--- src/rtl/pong_score_keeper.sv ---
`default_nettype none
// +--------------------------------------------------------------------------+
// | Module   : pong_score_keeper                                             |
// | Purpose  : BCD score keeping plus serve-delay / game-over sequencing.    |
// |            Optional macro PONG_WIN_BY_TWO_EN requires a 2-point lead.    |
// | Revision : 1.0  initial release                                          |
// +--------------------------------------------------------------------------+
module pong_score_keeper #(
  parameter int WIN_SCORE   = 11,
  parameter int SERVE_DELAY = 100,
  parameter int OVER_HOLD   = 300
) (
  input  logic       CLOCK_50,
  input  logic       reset_n,
  input  logic       tick,
  input  logic       pause,
  input  logic       point_1,
  input  logic       point_2,
  output logic [3:0] score_1_ones,
  output logic [3:0] score_1_tens,
  output logic [3:0] score_2_ones,
  output logic [3:0] score_2_tens,
  output logic       freeze,
  output logic       serve_go,
  output logic       serve_dir,
  output logic       game_over,
  output logic [1:0] winner
);

  localparam int c_TMAX = (SERVE_DELAY > OVER_HOLD) ? SERVE_DELAY : OVER_HOLD;
  localparam int c_TW   = $clog2(c_TMAX + 1);
  localparam logic [c_TW-1:0] c_SERVE_LAST = c_TW'(SERVE_DELAY - 1);
  localparam logic [c_TW-1:0] c_OVER_LAST  = c_TW'((OVER_HOLD > 0) ? OVER_HOLD - 1 : 0);
  localparam logic [6:0]      c_WIN        = 7'(WIN_SCORE);

  typedef enum logic [1:0] {
    S_SERVE  = 2'd0,
    S_PLAY   = 2'd1,
    S_SCORED = 2'd2,
    S_OVER   = 2'd3
  } state_t;

  state_t          r_state;
  logic [c_TW-1:0] r_timer;
  logic            r_pt1_d, r_pt2_d;
  logic [3:0]      r_s1_ones, r_s1_tens, r_s2_ones, r_s2_tens;
  logic            r_freeze, r_serve_go, r_serve_dir, r_game_over;
  logic [1:0]      r_winner;

  logic            w_edge_1, w_edge_2;
  logic [6:0]      w_val_1, w_val_2, w_scorer;
  logic            w_win;
`ifdef PONG_WIN_BY_TWO_EN
  logic [6:0]      w_other;
`endif

  // Two-digit BCD increment that saturates at 99.
  function automatic logic [7:0] bcd_inc(input logic [7:0] v);
    logic [7:0] r;
    if (v == 8'h99)            r = v;
    else if (v[3:0] == 4'd9)   r = {v[7:4] + 4'd1, 4'd0};
    else                       r = {v[7:4], v[3:0] + 4'd1};
    return r;
  endfunction

  function automatic logic [6:0] bcd_val(input logic [3:0] tens, input logic [3:0] ones);
    return 7'(tens) * 7'd10 + 7'(ones);
  endfunction

  always_comb begin
    w_edge_1 = point_1 & ~r_pt1_d;
    w_edge_2 = point_2 & ~r_pt2_d;
    w_val_1  = bcd_val(r_s1_tens, r_s1_ones);
    w_val_2  = bcd_val(r_s2_tens, r_s2_ones);
    // serve_dir was just pointed at the loser, so 1 means player 1 scored.
    w_scorer = r_serve_dir ? w_val_1 : w_val_2;
`ifdef PONG_WIN_BY_TWO_EN
    w_other  = r_serve_dir ? w_val_2 : w_val_1;
    w_win    = (w_scorer >= c_WIN) &&
               ((w_scorer >= w_other + 7'd2) || (w_scorer == 7'd99));
`else
    w_win    = (w_scorer >= c_WIN);
`endif
  end

  always_ff @(posedge CLOCK_50 or negedge reset_n) begin
    if (!reset_n) begin
      r_state     <= S_SERVE;
      r_timer     <= '0;
      r_pt1_d     <= 1'b0;
      r_pt2_d     <= 1'b0;
      r_s1_ones   <= 4'd0;
      r_s1_tens   <= 4'd0;
      r_s2_ones   <= 4'd0;
      r_s2_tens   <= 4'd0;
      r_freeze    <= 1'b1;
      r_serve_go  <= 1'b0;
      r_serve_dir <= 1'b0;
      r_game_over <= 1'b0;
      r_winner    <= 2'b00;
    end else begin
      r_pt1_d    <= point_1;
      r_pt2_d    <= point_2;
      // The serve pulse always ends after one cycle, even under pause.
      r_serve_go <= 1'b0;
      if (!pause) begin
        case (r_state)
          S_SERVE: begin
            if (tick) begin
              if (r_timer == c_SERVE_LAST) begin
                r_timer    <= '0;
                r_serve_go <= 1'b1;
                r_state    <= S_PLAY;
              end else begin
                r_timer <= r_timer + c_TW'(1);
              end
            end
          end
          S_PLAY: begin
            r_freeze <= 1'b0;
            if (w_edge_1 && w_edge_2) begin
              r_freeze <= 1'b1;
              r_timer  <= '0;
              r_state  <= S_SERVE;
            end else if (w_edge_1) begin
              {r_s1_tens, r_s1_ones} <= bcd_inc({r_s1_tens, r_s1_ones});
              r_serve_dir <= 1'b1;
              r_freeze    <= 1'b1;
              r_state     <= S_SCORED;
            end else if (w_edge_2) begin
              {r_s2_tens, r_s2_ones} <= bcd_inc({r_s2_tens, r_s2_ones});
              r_serve_dir <= 1'b0;
              r_freeze    <= 1'b1;
              r_state     <= S_SCORED;
            end
          end
          S_SCORED: begin
            r_timer <= '0;
            if (w_win) begin
              r_game_over <= 1'b1;
              r_winner    <= r_serve_dir ? 2'b01 : 2'b10;
              r_state     <= S_OVER;
            end else begin
              r_state <= S_SERVE;
            end
          end
          S_OVER: begin
            // With OVER_HOLD of zero the match stays over until reset.
            if ((OVER_HOLD > 0) && tick) begin
              if (r_timer == c_OVER_LAST) begin
                r_timer     <= '0;
                r_s1_ones   <= 4'd0;
                r_s1_tens   <= 4'd0;
                r_s2_ones   <= 4'd0;
                r_s2_tens   <= 4'd0;
                r_game_over <= 1'b0;
                r_winner    <= 2'b00;
                r_state     <= S_SERVE;
              end else begin
                r_timer <= r_timer + c_TW'(1);
              end
            end
          end
          default: r_state <= S_SERVE;
        endcase
      end
    end
  end

  assign score_1_ones = r_s1_ones;
  assign score_1_tens = r_s1_tens;
  assign score_2_ones = r_s2_ones;
  assign score_2_tens = r_s2_tens;
  assign freeze       = r_freeze;
  assign serve_go     = r_serve_go;
  assign serve_dir    = r_serve_dir;
  assign game_over    = r_game_over;
  assign winner       = r_winner;

endmodule
`default_nettype wire

--- config.mk ---
export PLATFORM = sky130hd
export DESIGN_NAME = pong_score_keeper
export DESIGN_NICKNAME = d
export VERILOG_FILES = /design/src/rtl/pong_score_keeper.sv
export SDC_FILE = /design/constraint.sdc
export NUM_CORES = 1
export LEC_CHECK = 0
export ABC_AREA = 1
export CORE_ASPECT_RATIO = 1.75
export CORE_UTILIZATION = 59
export CTS_BUF_LIST = sky130_fd_sc_hd__clkbuf_4 sky130_fd_sc_hd__clkbuf_8
export DETAILED_ROUTE_END_ITERATION = 7
export GPL_ROUTABILITY_DRIVEN = 0
export GPL_TIMING_DRIVEN = 0
export PLACE_DENSITY = 0.83
export SKIP_CTS_REPAIR_TIMING = 1
export SYNTH_ARGS = -nofsm -noshare
export SYNTH_HDL_FRONTEND = slang
export SYNTH_SLANG_ARGS = --single-unit
export TNS_END_PERCENT = 10
--- constraint.sdc ---
create_clock -name CLOCK_50 -period 2.61 [get_ports CLOCK_50]
set_input_delay 0.261 -clock CLOCK_50 [delete_from_list [all_inputs] [get_ports CLOCK_50]]
set_output_delay 0.261 -clock CLOCK_50 [all_outputs]
set_load 0.01 [all_outputs]
==> flow_summary.ini <==
; flow metrics
[outcome]
status = finished clean

[floorplanning]
die-area_mm2 = 0.00461
die_y_um = 89.1
die_w_um = 51.8
fp_util_pct = 61.6
ios = 28
fp-row-count = 31
fp.coreArea_mm2 = 0.00415

[synth]
ys_sh_adder_pct = 14.4
ys.flops = 35
synthesis.area_mm2 = 0.00256
top_cell_area_share_pct = 33.3
synthTopCellsByArea = dfrtp_1 33%, nand2_1 11%, ha_1 11%
xor_area_share_pct = 3.08
ys_cells = 345
simple_gate_share_pct = 31.9
yosys.area.top_type = dfrtp_1
syn_area_per_cell_um2 = 7.41
ys_area_mm2 = 0.00256
synth_cell_types = 32
synth_cells = 345
mux_share_pct = 0
ys_sh_aoi_pct = 7.88
fp_nets = 378
synth_warnings = 0
synth.logic.top_family = simple AND/OR/NAND/NOR gates
postSynthSeqShare_pct = 34.3

[cts]
clkLatencyLatePin_ns = 0.29
htreeDepth = 2
cts_tree = built
numCtsBuffers = 5
clkSinkCount = 35
clock_path_buffers = 2
cts-root-buf = clkbuf_8
path_clk_slew_ns = 0.07

[layout]
syn_to_final_growth_pct = 19.2
nets = 415
nFillCells = 323
drive_gt1_share_pct = 9.40
antennaDiodeCount = 0
postLayoutCellArea_mm2 = 0.00305

[timing]
max_slew.worst_pin.slew_ns = 0.775
final-max-slew-violation-count = 0
slew_headroom_pct = 48.3
fin_skew_ns = 0.00363
hold_violations = 0
fin_crit_ns = 2.45
fin_crit_sh_pct = 94.0
rsz0062_at_grt = false
hold_ws_ns = 0.0465
fmax_mhz = 408
setup_viol = 0
finalSetupTns_ns = 0

[power]
p_leak_uw = 0.00156
ir_drop_mv = 0.774
power_per_cell_area_mw_per_mm2 = 876

[drt]
drtAntennaViolNets = 0
drt_iter0_drc = 56
viasPerCell = 5.42
routed_wl_um = 5560
first_pass_iters = 4
drc_errors = 0
vias = 2340

[worst_setup_path]
crit_path_start_kind = flop
critical_path.startpoint = score_1_tens[3]
r2r-start = score_1_tens[3]
criticalPathCategory = reg2reg
crit_fanout = 6
arrival_ns = 2.64
reg2reg_slack_ns = 0.16
cp_data_required_time_ns = 2.79
endpoint_kind = flop

[global_route]
grt_pass1_wl_um = 9740
first_global_vias = 2360
grt_max_degree = 36
antenna_found_initial = 0
grt.overflow.total = 0

[hold_path]
hp-class = in2async

[placement]
port_buffers = 27
placed_area_mm2 = 0.00288
dp_hpwl_um = 4270

[flow_run]
warning_count = 31
cap_violations = 0
==> synthesized netlist by cell type <==
cell,n
nand4_1,6
fa_1,4
nand2_2,3
nor3_1,9
ha_1,23
nor3_2,1
a21oi_1,11
nor2_2,3
nor2_1,30
dfstp_2,1
nand3_1,44
xnor2_1,3
a21boi_1,1
nand3_2,1
nor4_1,1
o211ai_1,1
nand3b_1,1
xor2_1,6
nor2_4,1
nand3_4,1
and2b_1,1
buf_4,1
inv_1,47
o21ai_0,6
inv_2,7
dfrtp_1,34
o21ai_1,16
buf_2,1
a22oi_1,1
a31oi_1,1
o21a_1,1
nand2_1,78
==> through the flow <==
stage	power, uW	instances	utilization (%)	setup slack, ns
after global placement	2050	421	69.6	0.175
after global routing	2910	432	73.4	0.000126
after floorplan	1670	345	-	0.359
after CTS	2680	429	72.7	0.135
after detailed placement	2090	421	69.5	0.140
final	2670	432	73.4	0.157
==> routing by layer <==
layer / vias to the layer above / routed length (um) / GRT usage [%]
met5: - / 0 / 0
met4: 0 / 138 / 15.0
met3: 11 / 136 / 4.42
met2: 44 / 3120 / 53.7
met1: 1089 / 2170 / 29.3
li1: 1196 / - / -
==> critical path, cell delays in order (launching register included) <==
cell	delay [ns]
dfrtp_2	0.46
ha_1	0.29
ha_1	0.21
fa_1	0.50
nand2_1	0.06
inv_1	0.07
nand3_1	0.08
nand2_1	0.06
nand2_1	0.05
nand3_1	0.15
nand2_1	0.07
nand2_1	0.13
nand2_1	0.11
nand2_1	0.07
nand2_1	0.04
==> cells in the final DEF, fill, tap and decap left out, types with 2 or more instances in the layout <==
cell	synthesis	layout
clkdlybuf4s50_1	0	26
xnor2_1	3	3
clkbuf_8	0	5
o21ai_1	16	16
xor2_1	6	6
nor2_1	30	30
buf_4	1	4
inv_2	7	7
a21oi_1	11	11
inv_1	47	47
nor2_2	3	3
nor3_1	9	9
nand2_2	3	3
dfrtp_2	0	4
dfrtp_1	34	30
fa_1	4	4
nand3_1	44	44
nand2_1	78	78
o21ai_0	6	6
ha_1	23	23
bufinv_16	0	2
buf_2	1	2
nand4_1	6	6
==> final timing paths <==
kind / cells past startpoint / endpoint
max in group asynchronous: 1 / score_1_tens[1]
min in group CLOCK_50: 1 / r_pt2_d
setup / recovery: 14 / winner[0]
hold reg to reg: 2 / winner[1]
hold / removal: 1 / r_pt1_d
setup reg to reg: 14 / winner[0]
==> flip-flops by register name (all words and copies together) (netlist names) <==
register      cells
game_over         1
r_pt1_d           1
freeze            1
r_timer           9
r_state           2
score_1_tens      4
score_1_ones      4
winner            2
serve_go          1
score_2_ones      4
r_pt2_d           1
serve_dir         1
score_2_tens      4
==> power breakdown <==
group	leakage [uW]	total [uW]	internal, uW	switching (uW)
Sequential	0.000447	902	711	192
Clock	0.0000688	590	392	198
Combinational	0.00104	1180	471	706
Total	0.00156	2670	1570	1100
==> final cells by class <==
class	count	area, um^2	share of cell area (%)
Tap cell	49	61.3	2.01
Buffer	2	12.5	0.411
Clock buffer	6	76.3	2.51
Multi-Input combinational cell	254	1460	48.0
Timing Repair Buffer	30	288	9.45
Inverter	54	203	6.65
Sequential cell	35	882	29.0
Clock inverter	2	60.1	1.97
final_congestion.png
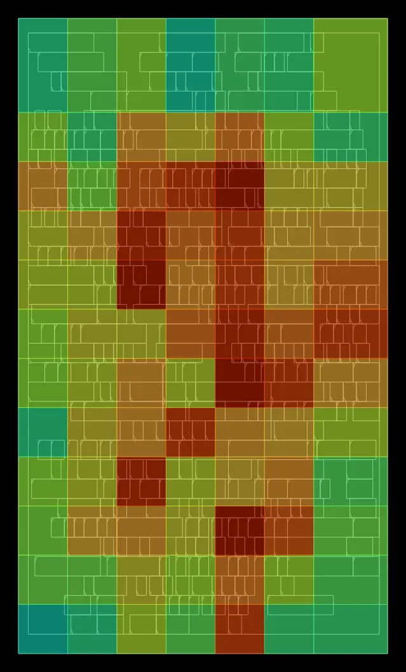
met3 usage in global routing: 4.42%
wire length per cell: 12.9 um
busiest grt layer: met2
gr usage total: 28.5%

met1.png
Supply wires on this layer in gray.
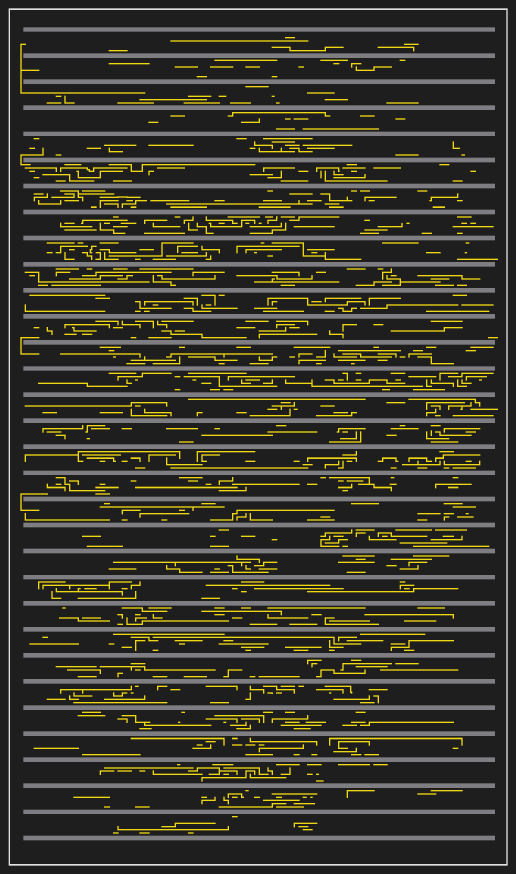
nets with wire on the layer: 377
main direction: horizontal
share of all routed wire: 39%
longest straight run: 18.9 um
wire length on this layer: 2170 um

cell_classes.png
The bar under the picture is 20 um long. Fill, decap, tap and diode cells in gray.
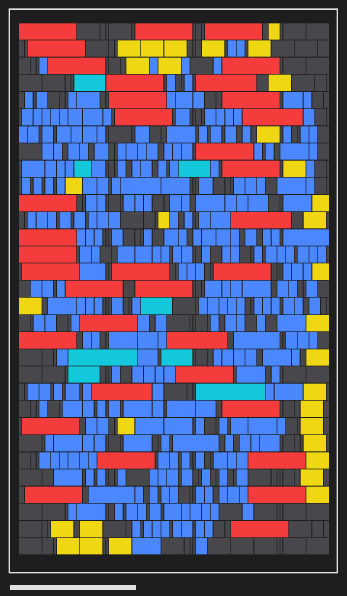
| class | color | cells | share of their area |
|---|---|---|---|
| all other logic | blue | 308 | 56% |
| other buffers and delay cells | yellow | 32 | 10% |
| clock drivers and dummy loads | cyan | 8 | 4.6% |
| flip-flops | red | 35 | 30% |

port_nets.png
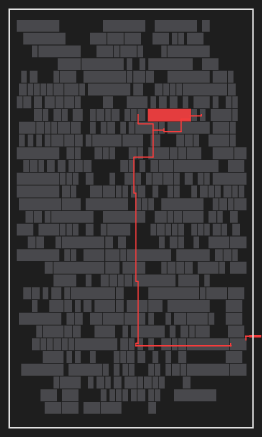
| port | color | bits | direction | end cells | buffers | wire |
|---|---|---|---|---|---|---|
| serve_dir | red | 1 | output | 1 | 1 | 95.0 um |

density.png
5 x 9 tiles, from white (low) to dark blue (high), 0 to 100% covered.
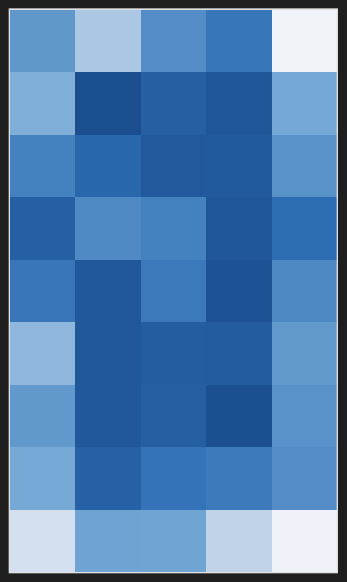
tiles over 75% full: 40%
fullest tile: 88%
mean over tiles: 65%

Power is estimated from default activity; no workload was simulated.
